[src/rtl/hasti_slave_demux_if.sv]
// AHB-Lite slave-side bundle shared by the upstream port and the per-slave ports.
// hresp is the single-bit AHB-Lite response: 0 = OKAY, 1 = ERROR.
interface if_hasti_slave_io;
    logic [31:0] haddr;
    logic        hwrite;
    logic [2:0]  hsize;
    logic [2:0]  hburst;
    logic [3:0]  hprot;
    logic [1:0]  htrans;
    logic        hmastlock;
    logic [31:0] hwdata;
    logic        hready;
    logic        hsel;
    logic        hreadyout;
    logic [31:0] hrdata;
    logic        hresp;

    modport slave (
        input  haddr, hwrite, hsize, hburst, hprot, htrans,
        input  hmastlock, hwdata, hready, hsel,
        output hreadyout, hrdata, hresp
    );

    modport master (
        output haddr, hwrite, hsize, hburst, hprot, htrans,
        output hmastlock, hwdata, hready, hsel,
        input  hreadyout, hrdata, hresp
    );
endinterface

[src/rtl/hasti_slave_demux.sv]
// One-to-three AHB-Lite slave demux with a built-in two-cycle ERROR default slave.
// Address phase is broadcast combinationally; the data-phase mux follows a registered select.
module hasti_slave_demux #(
    parameter logic [31:0] BASE0 = 32'h0000_0000,
    parameter logic [31:0] BASE1 = 32'h1000_0000,
    parameter logic [31:0] BASE2 = 32'h2000_0000,
    parameter logic [31:0] MASK  = 32'hF000_0000
) (
    input  logic                    hclk,
    input  logic                    hreset,
    if_hasti_slave_io.slave         in,
    if_hasti_slave_io.master        out0,
    if_hasti_slave_io.master        out1,
    if_hasti_slave_io.master        out2,
    output logic [7:0]              err_count
);

    typedef enum logic [2:0] {
        D_NONE, D_S0, D_S1, D_S2, D_DEF
    } dsel_e;

    typedef enum logic [1:0] {
        DS_IDLE, DS_ERR1, DS_ERR2
    } ds_e;

    dsel_e      dec;
    dsel_e      dsel_q, dsel_d;
    ds_e        ds_q, ds_d;
    logic [7:0] err_q, err_d;
    logic       m0, m1, m2;
    logic       active;
    logic       load_def;

    assign m0 = (in.haddr & MASK) == (BASE0 & MASK);
    assign m1 = (in.haddr & MASK) == (BASE1 & MASK);
    assign m2 = (in.haddr & MASK) == (BASE2 & MASK);

    // Lowest slave index wins when address windows overlap.
    always_comb begin
        dec = D_NONE;
        if (in.hsel) begin
            if (m0)      dec = D_S0;
            else if (m1) dec = D_S1;
            else if (m2) dec = D_S2;
            else         dec = D_DEF;
        end
    end

    assign active   = in.hsel && in.htrans[1];
    assign load_def = in.hready && active && (dec == D_DEF);

    assign out0.hsel      = dec == D_S0;
    assign out0.haddr     = in.haddr;
    assign out0.hwrite    = in.hwrite;
    assign out0.hsize     = in.hsize;
    assign out0.hburst    = in.hburst;
    assign out0.hprot     = in.hprot;
    assign out0.htrans    = in.htrans;
    assign out0.hmastlock = in.hmastlock;
    assign out0.hwdata    = in.hwdata;
    assign out0.hready    = in.hready;

    assign out1.hsel      = dec == D_S1;
    assign out1.haddr     = in.haddr;
    assign out1.hwrite    = in.hwrite;
    assign out1.hsize     = in.hsize;
    assign out1.hburst    = in.hburst;
    assign out1.hprot     = in.hprot;
    assign out1.htrans    = in.htrans;
    assign out1.hmastlock = in.hmastlock;
    assign out1.hwdata    = in.hwdata;
    assign out1.hready    = in.hready;

    assign out2.hsel      = dec == D_S2;
    assign out2.haddr     = in.haddr;
    assign out2.hwrite    = in.hwrite;
    assign out2.hsize     = in.hsize;
    assign out2.hburst    = in.hburst;
    assign out2.hprot     = in.hprot;
    assign out2.htrans    = in.htrans;
    assign out2.hmastlock = in.hmastlock;
    assign out2.hwdata    = in.hwdata;
    assign out2.hready    = in.hready;

    always_comb begin
        dsel_d = dsel_q;
        if (in.hready) begin
            dsel_d = active ? dec : D_NONE;
        end
    end

    always_comb begin
        ds_d = ds_q;
        unique case (ds_q)
            DS_IDLE: if (load_def) ds_d = DS_ERR1;
            DS_ERR1: ds_d = DS_ERR2;
            DS_ERR2: ds_d = load_def ? DS_ERR1 : DS_IDLE;
            default: ds_d = DS_IDLE;
        endcase
    end

    always_comb begin
        err_d = err_q;
        if (ds_d == DS_ERR1 && err_q != 8'hFF) begin
            err_d = err_q + 8'd1;
        end
    end

    always_ff @(posedge hclk) begin
        if (hreset) begin
            dsel_q <= D_NONE;
            ds_q   <= DS_IDLE;
            err_q  <= 8'h00;
        end else begin
            dsel_q <= dsel_d;
            ds_q   <= ds_d;
            err_q  <= err_d;
        end
    end

    assign err_count = err_q;

    // Response path is purely combinational from the selected slave.
    always_comb begin
        in.hreadyout = 1'b1;
        in.hrdata    = 32'h0;
        in.hresp     = 1'b0;
        unique case (dsel_q)
            D_S0: begin
                in.hreadyout = out0.hreadyout;
                in.hrdata    = out0.hrdata;
                in.hresp     = out0.hresp;
            end
            D_S1: begin
                in.hreadyout = out1.hreadyout;
                in.hrdata    = out1.hrdata;
                in.hresp     = out1.hresp;
            end
            D_S2: begin
                in.hreadyout = out2.hreadyout;
                in.hrdata    = out2.hrdata;
                in.hresp     = out2.hresp;
            end
            D_DEF: begin
                in.hreadyout = ds_q != DS_ERR1;
                in.hresp     = ds_q != DS_IDLE;
            end
            default: ;
        endcase
    end

endmodule

[src/flat_wrapper.sv]
// flat-port wrapper written by rule: the top's interface ports become plain ports
module hasti_slave_demux_flat 
#(
    parameter logic [31:0] BASE0 = 32'h0000_0000,
    parameter logic [31:0] BASE1 = 32'h1000_0000,
    parameter logic [31:0] BASE2 = 32'h2000_0000,
    parameter logic [31:0] MASK  = 32'hF000_0000
)
  (hclk, hreset, err_count, in_haddr, in_hwrite, in_hsize, in_hburst, in_hprot, in_htrans, in_hmastlock, in_hwdata, in_hready, in_hsel, in_hreadyout, in_hrdata, in_hresp, out0_haddr, out0_hwrite, out0_hsize, out0_hburst, out0_hprot, out0_htrans, out0_hmastlock, out0_hwdata, out0_hready, out0_hsel, out0_hreadyout, out0_hrdata, out0_hresp, out1_haddr, out1_hwrite, out1_hsize, out1_hburst, out1_hprot, out1_htrans, out1_hmastlock, out1_hwdata, out1_hready, out1_hsel, out1_hreadyout, out1_hrdata, out1_hresp, out2_haddr, out2_hwrite, out2_hsize, out2_hburst, out2_hprot, out2_htrans, out2_hmastlock, out2_hwdata, out2_hready, out2_hsel, out2_hreadyout, out2_hrdata, out2_hresp);
  if_hasti_slave_io in_i ();
  if_hasti_slave_io out0_i ();
  if_hasti_slave_io out1_i ();
  if_hasti_slave_io out2_i ();
  input  logic hclk;
  input  logic hreset;
  output logic [7:0] err_count;
  input wire logic [$bits(in_i.haddr)-1:0] in_haddr;
  input wire logic [$bits(in_i.hwrite)-1:0] in_hwrite;
  input wire logic [$bits(in_i.hsize)-1:0] in_hsize;
  input wire logic [$bits(in_i.hburst)-1:0] in_hburst;
  input wire logic [$bits(in_i.hprot)-1:0] in_hprot;
  input wire logic [$bits(in_i.htrans)-1:0] in_htrans;
  input wire logic [$bits(in_i.hmastlock)-1:0] in_hmastlock;
  input wire logic [$bits(in_i.hwdata)-1:0] in_hwdata;
  input wire logic [$bits(in_i.hready)-1:0] in_hready;
  input wire logic [$bits(in_i.hsel)-1:0] in_hsel;
  output wire logic [$bits(in_i.hreadyout)-1:0] in_hreadyout;
  output wire logic [$bits(in_i.hrdata)-1:0] in_hrdata;
  output wire logic [$bits(in_i.hresp)-1:0] in_hresp;
  output wire logic [$bits(out0_i.haddr)-1:0] out0_haddr;
  output wire logic [$bits(out0_i.hwrite)-1:0] out0_hwrite;
  output wire logic [$bits(out0_i.hsize)-1:0] out0_hsize;
  output wire logic [$bits(out0_i.hburst)-1:0] out0_hburst;
  output wire logic [$bits(out0_i.hprot)-1:0] out0_hprot;
  output wire logic [$bits(out0_i.htrans)-1:0] out0_htrans;
  output wire logic [$bits(out0_i.hmastlock)-1:0] out0_hmastlock;
  output wire logic [$bits(out0_i.hwdata)-1:0] out0_hwdata;
  output wire logic [$bits(out0_i.hready)-1:0] out0_hready;
  output wire logic [$bits(out0_i.hsel)-1:0] out0_hsel;
  input wire logic [$bits(out0_i.hreadyout)-1:0] out0_hreadyout;
  input wire logic [$bits(out0_i.hrdata)-1:0] out0_hrdata;
  input wire logic [$bits(out0_i.hresp)-1:0] out0_hresp;
  output wire logic [$bits(out1_i.haddr)-1:0] out1_haddr;
  output wire logic [$bits(out1_i.hwrite)-1:0] out1_hwrite;
  output wire logic [$bits(out1_i.hsize)-1:0] out1_hsize;
  output wire logic [$bits(out1_i.hburst)-1:0] out1_hburst;
  output wire logic [$bits(out1_i.hprot)-1:0] out1_hprot;
  output wire logic [$bits(out1_i.htrans)-1:0] out1_htrans;
  output wire logic [$bits(out1_i.hmastlock)-1:0] out1_hmastlock;
  output wire logic [$bits(out1_i.hwdata)-1:0] out1_hwdata;
  output wire logic [$bits(out1_i.hready)-1:0] out1_hready;
  output wire logic [$bits(out1_i.hsel)-1:0] out1_hsel;
  input wire logic [$bits(out1_i.hreadyout)-1:0] out1_hreadyout;
  input wire logic [$bits(out1_i.hrdata)-1:0] out1_hrdata;
  input wire logic [$bits(out1_i.hresp)-1:0] out1_hresp;
  output wire logic [$bits(out2_i.haddr)-1:0] out2_haddr;
  output wire logic [$bits(out2_i.hwrite)-1:0] out2_hwrite;
  output wire logic [$bits(out2_i.hsize)-1:0] out2_hsize;
  output wire logic [$bits(out2_i.hburst)-1:0] out2_hburst;
  output wire logic [$bits(out2_i.hprot)-1:0] out2_hprot;
  output wire logic [$bits(out2_i.htrans)-1:0] out2_htrans;
  output wire logic [$bits(out2_i.hmastlock)-1:0] out2_hmastlock;
  output wire logic [$bits(out2_i.hwdata)-1:0] out2_hwdata;
  output wire logic [$bits(out2_i.hready)-1:0] out2_hready;
  output wire logic [$bits(out2_i.hsel)-1:0] out2_hsel;
  input wire logic [$bits(out2_i.hreadyout)-1:0] out2_hreadyout;
  input wire logic [$bits(out2_i.hrdata)-1:0] out2_hrdata;
  input wire logic [$bits(out2_i.hresp)-1:0] out2_hresp;
  assign in_i.haddr = in_haddr;
  assign in_i.hwrite = in_hwrite;
  assign in_i.hsize = in_hsize;
  assign in_i.hburst = in_hburst;
  assign in_i.hprot = in_hprot;
  assign in_i.htrans = in_htrans;
  assign in_i.hmastlock = in_hmastlock;
  assign in_i.hwdata = in_hwdata;
  assign in_i.hready = in_hready;
  assign in_i.hsel = in_hsel;
  assign in_hreadyout = in_i.hreadyout;
  assign in_hrdata = in_i.hrdata;
  assign in_hresp = in_i.hresp;
  assign out0_haddr = out0_i.haddr;
  assign out0_hwrite = out0_i.hwrite;
  assign out0_hsize = out0_i.hsize;
  assign out0_hburst = out0_i.hburst;
  assign out0_hprot = out0_i.hprot;
  assign out0_htrans = out0_i.htrans;
  assign out0_hmastlock = out0_i.hmastlock;
  assign out0_hwdata = out0_i.hwdata;
  assign out0_hready = out0_i.hready;
  assign out0_hsel = out0_i.hsel;
  assign out0_i.hreadyout = out0_hreadyout;
  assign out0_i.hrdata = out0_hrdata;
  assign out0_i.hresp = out0_hresp;
  assign out1_haddr = out1_i.haddr;
  assign out1_hwrite = out1_i.hwrite;
  assign out1_hsize = out1_i.hsize;
  assign out1_hburst = out1_i.hburst;
  assign out1_hprot = out1_i.hprot;
  assign out1_htrans = out1_i.htrans;
  assign out1_hmastlock = out1_i.hmastlock;
  assign out1_hwdata = out1_i.hwdata;
  assign out1_hready = out1_i.hready;
  assign out1_hsel = out1_i.hsel;
  assign out1_i.hreadyout = out1_hreadyout;
  assign out1_i.hrdata = out1_hrdata;
  assign out1_i.hresp = out1_hresp;
  assign out2_haddr = out2_i.haddr;
  assign out2_hwrite = out2_i.hwrite;
  assign out2_hsize = out2_i.hsize;
  assign out2_hburst = out2_i.hburst;
  assign out2_hprot = out2_i.hprot;
  assign out2_htrans = out2_i.htrans;
  assign out2_hmastlock = out2_i.hmastlock;
  assign out2_hwdata = out2_i.hwdata;
  assign out2_hready = out2_i.hready;
  assign out2_hsel = out2_i.hsel;
  assign out2_i.hreadyout = out2_hreadyout;
  assign out2_i.hrdata = out2_hrdata;
  assign out2_i.hresp = out2_hresp;
  hasti_slave_demux #(.BASE0(BASE0), .BASE1(BASE1), .BASE2(BASE2), .MASK(MASK)) u_core (.hclk(hclk), .hreset(hreset), .in(in_i), .out0(out0_i), .out1(out1_i), .out2(out2_i), .err_count(err_count));
endmodule
[config.mk]
export PLATFORM = sky130hd
export DESIGN_NAME = hasti_slave_demux_flat
export DESIGN_NICKNAME = d
export VERILOG_FILES = /design/src/rtl/hasti_slave_demux_if.sv /design/src/rtl/hasti_slave_demux.sv /design/src/flat_wrapper.sv
export SDC_FILE = /design/constraint.sdc
export NUM_CORES = 1
export LEC_CHECK = 0
export ABC_AREA = 1
export CAP_MARGIN = 20
export CORE_AREA = 4 4 178 180
export DETAILED_ROUTE_END_ITERATION = 12
export DIE_AREA = 0 0 182 184
export PLACE_DENSITY = 0.45
export SKIP_CTS_REPAIR_TIMING = 1
export SYNTH_ARGS = -nofsm -noshare
export SYNTH_HDL_FRONTEND = slang
export SYNTH_SLANG_ARGS = --single-unit
[constraint.sdc]
create_clock -name hclk -period 3.7 [get_ports hclk]
set_clock_uncertainty 0.15 [all_clocks]
set_input_delay 0.74 -clock hclk [delete_from_list [all_inputs] [get_ports hclk]]
set_output_delay 0.74 -clock hclk [all_outputs]
set_load 0.1 [all_outputs]
Fig. 1: run 1, metal 1
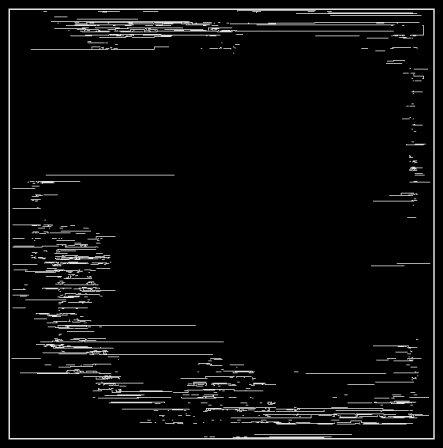
share of all routed wire = 31%
wire length on this layer = 4,230 um
longest straight run = 68.1 um

Fig. 2: run 1, met2 routing
Bar = 50 um. Cells faint in the background.
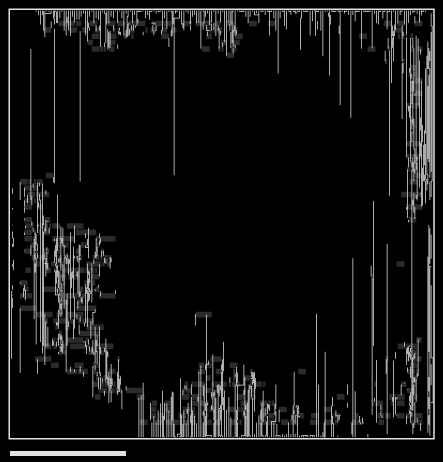
share of all routed wire = 45%
nets with wire on the layer = 492
longest straight run = 89.1 um
main direction = vertical

Fig. 3: run 1, met3 routing
Bar = 50 um.
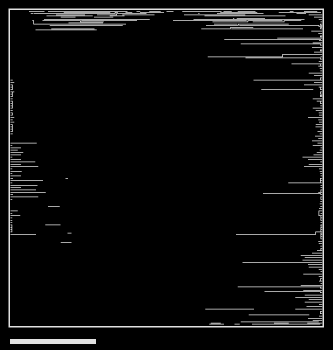
nets with wire on the layer = 141
main direction = horizontal
longest straight run = 64.4 um
wire length on this layer = 2,650 um
share of all routed wire = 19%

==> impl_metrics.tcl, run 1 <==
# flow metrics
set metrics [dict create \
    worstMarginPinSlew_ns 0.776 \
    ys_seq_share_pct 8.19 \
    hold_depth 2 \
    grt_pass1_wl_um 18000 \
    grt_overflow_total 0 \
    dr.pass1.iters 4 \
    worstSetupPathType "input port to primary output" \
    cts_tree "built" \
    synthFlopType "dfxtp_1" \
    synthesis.area_mm2 0.00318 \
    grt_start_max_net_pins 35 \
    comb_area_mm2 0.00103 \
    fillers 3502 \
    antenna_left 0 \
    setup_viol 0 \
    p_per_area_mw_per_mm2 179 \
    cp_data_arrival_time_ns 2.10 \
    clock_latency_ns 0.25 \
    yosys_warnings 0 \
    logic_family "buffers and inverters" \
    core_util_floorplan_pct 10.5 \
    vias 2549 \
    cp_data_required_time_ns 2.81 \
    regArea_um2 260 \
    aoi_share_pct 5.63 \
    cts.reportedPaths.clkPinSlew_ns 0.05 \
    most_common_cell "buf_4" \
    clockBufferDepth 2 \
    wl_per_cell_um 16.7 \
    grt_pass1_vias 2474 \
    ys.flops 13 \
    drive_above_1_share_pct 21.2 \
    drc 0 \
    rr_worst_depth 7 \
    cellLeakagePower_nw 1.41 \
    r2r_slack_ns 2.06 \
    root_buffer "clkbuf_16" \
    drt-total-wl_um 13600 \
    yosysChipArea_mm2 0.00318 \
    fp_nets 674 \
    ys_sh_adder_pct 0.394 \
    run_status "finished clean" \
]
run 1: critical path: stages:
cell	delay, ns
clkdlybuf4s50_1	0.58
nor4_2	0.54
buf_12	0.24
run 1: state kept, by name, summed over array words and instances (netlist names):
signal / cells
u_core.err_count: 8
u_core.dsel_q: 3
u_core.ds_q: 2
run 1: per-layer routing:
metal  vias to the layer above  wire length (um)  part of all wire [%]  global-route usage, %
li1                       1169                 -                     -                      -
met1                      1058              4230                    31                   6.99
met2                       266              6150                    45                   11.2
met3                        50              2650                    19                   5.98
met4                         6               431                   3.2                   2.55
met5                         -               169                   1.2                   3.71
run 1: per-stage QoR:
stage	cell area (um2)	setup WS [ns]	hold slack, ns	total power, W
detailed placement	3490	0.672	0.354	0.000435
global route	3570	0.609	0.396	0.000660
CTS	3570	0.649	0.363	0.000648
global placement	3490	0.682	0.355	0.000434
finish	3570	0.709	0.369	0.000640
floorplan	3190	0.313	0.320	0.00141
run 1: final timing paths:
kind | startpoint | end
setup / recovery | in_haddr[31] | out1_hsel
hold / removal | u_core.dsel_q[0] | u_core.dsel_q[0]
setup reg to reg | u_core.err_count[1] | u_core.err_count[2]
hold reg to reg | u_core.dsel_q[0] | u_core.dsel_q[0]
run 1: cells by family (layout without fill, tap and decap cells):
family | count (synthesis) | in the layout
buf+inv | 265 | 196
simple gates | 179 | 179
compound gates | 28 | 28
flops | 13 | 13
xor+xnor | 3 | 3
fa+ha+maj | 1 | 1
run 1: placed cells by master, fill, tap and decap left out, drive strengths merged, types with 2 or more instances in the layout:
cell	count
clkbuf	3
a22oi	11
clkdlybuf4s50	110
nand2	122
dfxtp	13
nand3	38
o21ai	2
nand4	4
xor2	2
inv	18
nor2	10
nor4	2
a21oi	13
buf	64
run 1: where the power goes:
part           internal [W]  switching, W  total [W]
clock network      0.000144     0.0000655   0.000210
logic              0.000127      0.000159   0.000287
registers          0.000142    0.00000193   0.000144
total              0.000414      0.000227   0.000640
run 1: layout make-up:
type | instances | share of cell area [%]
repair buffers | 174 | 45.7
multi-input cells | 211 | 29.0
well taps | 396 | 13.9
flip-flops and latches | 13 | 7.29
clock buffers | 3 | 2.10
inverters | 18 | 1.89
clock inverters | 1 | 0.140
--- run 2 (diff from run 1) ---
--- a/config.mk
+++ b/config.mk
@@ -7,10 +7,10 @@
 export LEC_CHECK = 0
 export ABC_AREA = 1
 export CAP_MARGIN = 20
-export CORE_AREA = 4 4 178 180
+export CORE_AREA = 4 4 177 179
 export DETAILED_ROUTE_END_ITERATION = 12
-export DIE_AREA = 0 0 182 184
-export PLACE_DENSITY = 0.45
+export DIE_AREA = 0 0 181 183
+export PLACE_DENSITY = 0.47
 export SKIP_CTS_REPAIR_TIMING = 1
 export SYNTH_ARGS = -nofsm -noshare
 export SYNTH_HDL_FRONTEND = slang
==> constraint.sdc (replaced) <==
create_clock -name hclk -period 2.5 [get_ports hclk]
set_clock_uncertainty 0.15 [all_clocks]
set_input_delay 0.5 -clock hclk [delete_from_list [all_inputs] [get_ports hclk]]
set_output_delay 0.5 -clock hclk [all_outputs]
set_load 0.1 [all_outputs]
Fig. 4: run 2, met3 routing
Bar = 50 um.
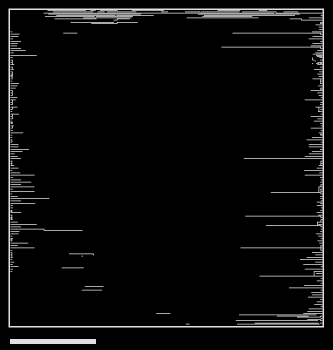
nets with wire on the layer = 161
wire length on this layer = 2,350 um
main direction = horizontal
longest straight run = 89.5 um
share of all routed wire = 19%
vias post-DR: 2,596
WL final: 12,600 um
grt met3 use: 5.34%

Fig. 5: run 2, metal 1
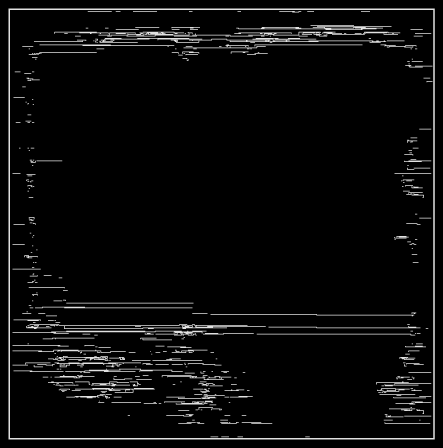
longest straight run = 65.8 um
nets with wire on the layer = 448
met1 usage: 6.33%

==> impl_metrics.tcl, run 2 <==
# flow metrics
set metrics [dict create \
    run_status "finished clean" \
    worst_path_max_delay_cell "clkdlybuf4s50_1" \
    cp_data_arrival_time_ns 1.70 \
    core_util_floorplan_pct 10.8 \
    yosysChipArea_mm2 0.00318 \
    post-place-ws_ns 0.153 \
    grt_start_max_net_pins 24 \
    setup_viol 0 \
    worstSetupPathType "input port to primary output" \
    ys_sh_adder_pct 0.394 \
    ys_seq_share_pct 8.19 \
    cpPeakStageDelay_ns 0.51 \
    cts_tree "built" \
    p_per_area_mw_per_mm2 234 \
    hold_end "u_core.dsel_q[0]" \
    synthesis.area_mm2 0.00318 \
    grt_pass1_vias 2628 \
    drc 0 \
    path_cells "clkdlybuf4s50_1 -> nor4_2 -> buf_12" \
    most_common_cell "buf_4" \
    power_w 0.00101 \
]
Fig. 6: run 2, met2 routing
Bar = 50 um. Cells faint in the background.
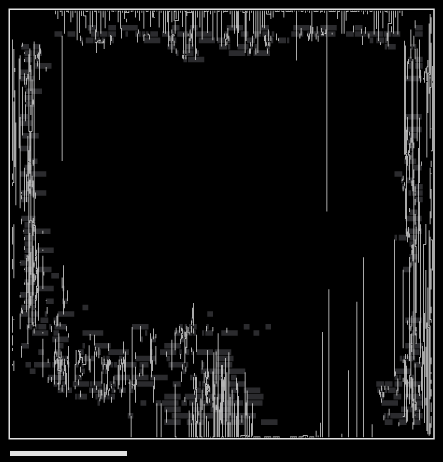
share of all routed wire = 46%
nets with wire on the layer = 507
wire length on this layer = 5,790 um
longest straight run = 85.7 um
GR Util met2: 11.3%

[run 2: worst max path at each step]
| stage | from | endpoint | slack [ns] | depth (start not counted) |
|---|---|---|---|---|
| final | in_haddr[31] | out1_hsel | 0.15 | 3 |
| after global routing | in_haddr[31] | out0_hsel | 0.11 | 5 |
| after CTS | in_haddr[31] | out1_hsel | 0.15 | 3 |
| after detailed placement | in_haddr[31] | out1_hsel | 0.15 | 3 |
| after global placement | in_haddr[31] | out0_hsel | 0.16 | 5 |
| after floorplan | in_hsel | out1_hsel | -0.41 | 2 |
[run 2: report_power, final]
group | switching [W] | internal [W] | total [W]
clock network | 0.0000858 | 0.000215 | 0.000301
logic | 0.000248 | 0.000247 | 0.000495
registers | 0.00000280 | 0.000210 | 0.000213
[run 2: through the flow]
stage | hold slack [ns] | std cells | cell area [um2] | util [%]
5_1_grt | 0.387 | 822 | 4310 | 14.6
4_1_cts | 0.360 | 822 | 4310 | 14.6
3_3_place_gp | 0.345 | 818 | 4230 | 14.3
2_1_floorplan | 0.320 | 489 | 3200 | -
6_report | 0.356 | 822 | 4310 | 14.6
3_5_place_dp | 0.354 | 818 | 4230 | 14.3
[run 2: logic make-up (layout without fill, tap and decap cells)]
family	count (synthesis)	count (layout)
buf+inv	265	208
simple gates	179	179
compound gates	28	28
xor+xnor	3	3
flops	13	13
fa+ha+maj	1	1
[run 2: routing by layer]
metal | vias up | part of all wire (%)
met5 | - | 0
met4 | 0 | 5.3
met3 | 73 | 19
met2 | 266 | 46
met1 | 1066 | 30
li1 | 1191 | -
[run 2: cell type report]
| type | count | area (um2) |
|---|---|---|
| clock buffer | 4 | 78.8 |
| inverter | 18 | 67.6 |
| timing repair buffer | 186 | 2370 |
| tap | 390 | 488 |
| multi-input combinational | 211 | 1040 |
| fill | 3388 | 25300 |
| sequential | 13 | 260 |
[run 2: worst max-delay path, delay by kind of cell]
kind,cells,cell delay (ns)
buffers and inverters,2,0.74
AND/OR/NAND/NOR,1,0.45
--- run 3 (diff from run 2) ---
--- a/config.mk
+++ b/config.mk
@@ -6,11 +6,10 @@
 export NUM_CORES = 1
 export LEC_CHECK = 0
 export ABC_AREA = 1
-export CAP_MARGIN = 20
-export CORE_AREA = 4 4 177 179
+export CORE_AREA = 2 2 180 182
 export DETAILED_ROUTE_END_ITERATION = 12
-export DIE_AREA = 0 0 181 183
-export PLACE_DENSITY = 0.47
+export DIE_AREA = 0 0 182 184
+export PLACE_DENSITY = 0.45
 export SKIP_CTS_REPAIR_TIMING = 1
 export SYNTH_ARGS = -nofsm -noshare
 export SYNTH_HDL_FRONTEND = slang
Fig. 7: run 3, congestion heat map
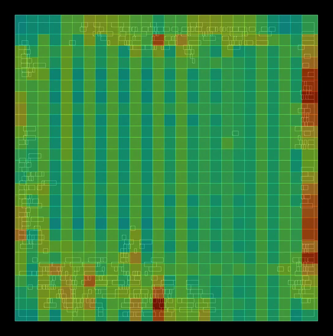
grt met3 use: 3.05%
Util after Layout: 13.8%
GR Util met2: 9.11%

Fig. 8: run 3, met4 routing
Cells faint in the background.
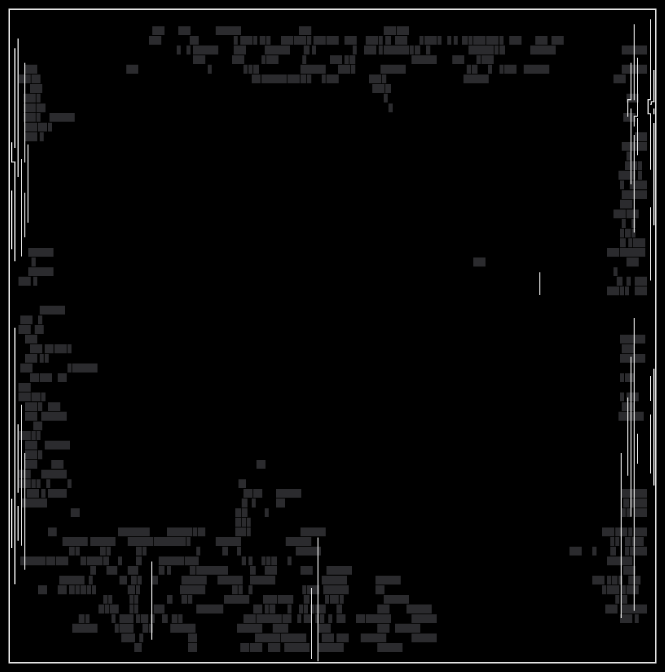
share of all routed wire = 8.6%
wire length on this layer = 954 um
nets with wire on the layer = 33
main direction = vertical
WL final: 11,100 um
vias post-DR: 2,524

==> impl_metrics.tcl, run 3 <==
# flow metrics
set metrics [dict create \
    run_status "finished clean" \
    layout.cells.most_common "nand2_1" \
    ys_seq_share_pct 8.19 \
    rr_worst_depth 7 \
    power_frac_seq_pct 21.2 \
    most_common_cell "buf_4" \
    clockBufferDepth 2 \
    hold_end "u_core.dsel_q[2]" \
    dr.pass1.iters 4 \
    internal_power_w 0.000671 \
    cts_tree "built" \
    fin_cells 833 \
    r2r_slack_ns 0.89 \
    regToRegEndpoint "u_core.err_count[4]" \
    drive_above_1_share_pct 23.2 \
    p_clk_share_pct 29.8 \
    cp_data_required_time_ns 1.85 \
    comb_area_mm2 0.00104 \
    post_dp_cell_area_mm2 0.00424 \
    final_cell_area_mm2 0.00432 \
    grt_pass1_wl_um 15000 \
    clock_latency_ns 0.24 \
    place_inst 829 \
    hold_depth 2 \
    grt_pass1_vias 2444 \
    fillers 3596 \
    p_per_area_mw_per_mm2 233 \
    p_sw_share_pct 33.4 \
    most-common-layout-cells "nand2_1, clkdlybuf4s50_1, buf_12" \
    drc 0 \
    grt_overflow_total 0 \
    core_util_floorplan_pct 10.1 \
    antenna_left 0 \
    pwr-share-comb_pct 49.0 \
    cellLeakagePower_nw 1.64 \
    largest_reg_flops 8 \
    cp_data_arrival_time_ns 1.70 \
    yosysChipArea_mm2 0.00318 \
]
Fig. 9: run 3, metal 1
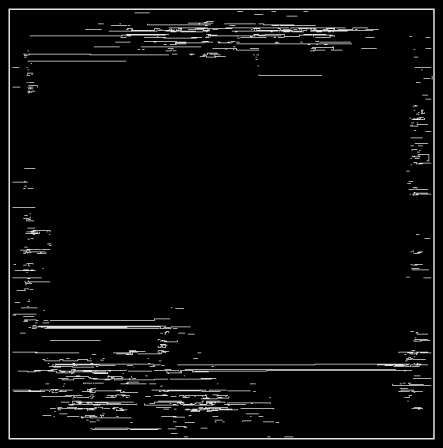
main direction = horizontal
nets with wire on the layer = 443
met1 usage: 5.78%

## run 3: cell types whose count changed in the layout (fill, tap and decap cells not counted), sizes merged
| cell | before | now |
|---|---|---|
| buf | 76 | 75 |
## run 3: area by class of cell
type,instances,area share (%)
clock buffers,4,1.83
inverters,18,1.62
multi-input cells,211,24.1
flip-flops and latches,13,6.03
well taps,402,11.6
repair buffers,185,54.8
## run 3: critical path, cell delays in order
cell and delay [ns]:
clkdlybuf4s50_1 0.52, nor2_4 0.22, nand2_1 0.07, nor2_1 0.18
buf_12 0.21
## run 3: per-stage QoR
stage / setup slack (ns) / power, W
2_1_floorplan: -0.407 / 0.00209
3_3_place_gp: 0.154 / 0.000712
3_5_place_dp: 0.152 / 0.000712
4_1_cts: -0.0138 / 0.00102
5_1_grt: 0.0231 / 0.00104
6_report: 0.153 / 0.00101
## run 3: kinds of logic (layout without fill, tap and decap cells)
family | after synthesis | count (layout) | synth area share (%)
buf+inv | 265 | 207 | 59.6
flops | 13 | 13 | 8.19
xor+xnor | 3 | 3 | 0.827
simple gates | 179 | 179 | 25.3
fa+ha+maj | 1 | 1 | 0.394
compound gates | 28 | 28 | 5.63
## run 3: power by group through the flow
| stage | combinational [W] | clock (W) | sequential [W] |
|---|---|---|---|
| 2_1_floorplan | 0.00186 | 0 | 0.000223 |
| 3_3_place_gp | 0.000495 | 0 | 0.000217 |
| 3_5_place_dp | 0.000495 | 0 | 0.000217 |
| 4_1_cts | 0.000497 | 0.000309 | 0.000213 |
| 5_1_grt | 0.000512 | 0.000318 | 0.000213 |
| 6_report | 0.000493 | 0.000301 | 0.000213 |
## run 3: worst max path at each step
| stage | to | start | cells past startpoint |
|---|---|---|---|
| detailed placement | out0_hsel | in_haddr[31] | 5 |
| global route | in_hrdata[25] | u_core.dsel_q[1] | 6 |
| finish | out0_hsel | in_haddr[31] | 5 |
| global placement | out0_hsel | in_haddr[31] | 5 |
| CTS | in_hrdata[25] | u_core.dsel_q[1] | 6 |
| floorplan | out1_hsel | in_hsel | 2 |
## run 3: routing by layer
layer	wire (um)	vias to the layer above	GRT usage, %
met5	18	-	0
met4	953	2	5.48
met3	1680	91	3.05
met2	4810	215	9.11
met1	3590	1028	5.78
li1	-	1188	-
Power and IR drop assume default switching activity.
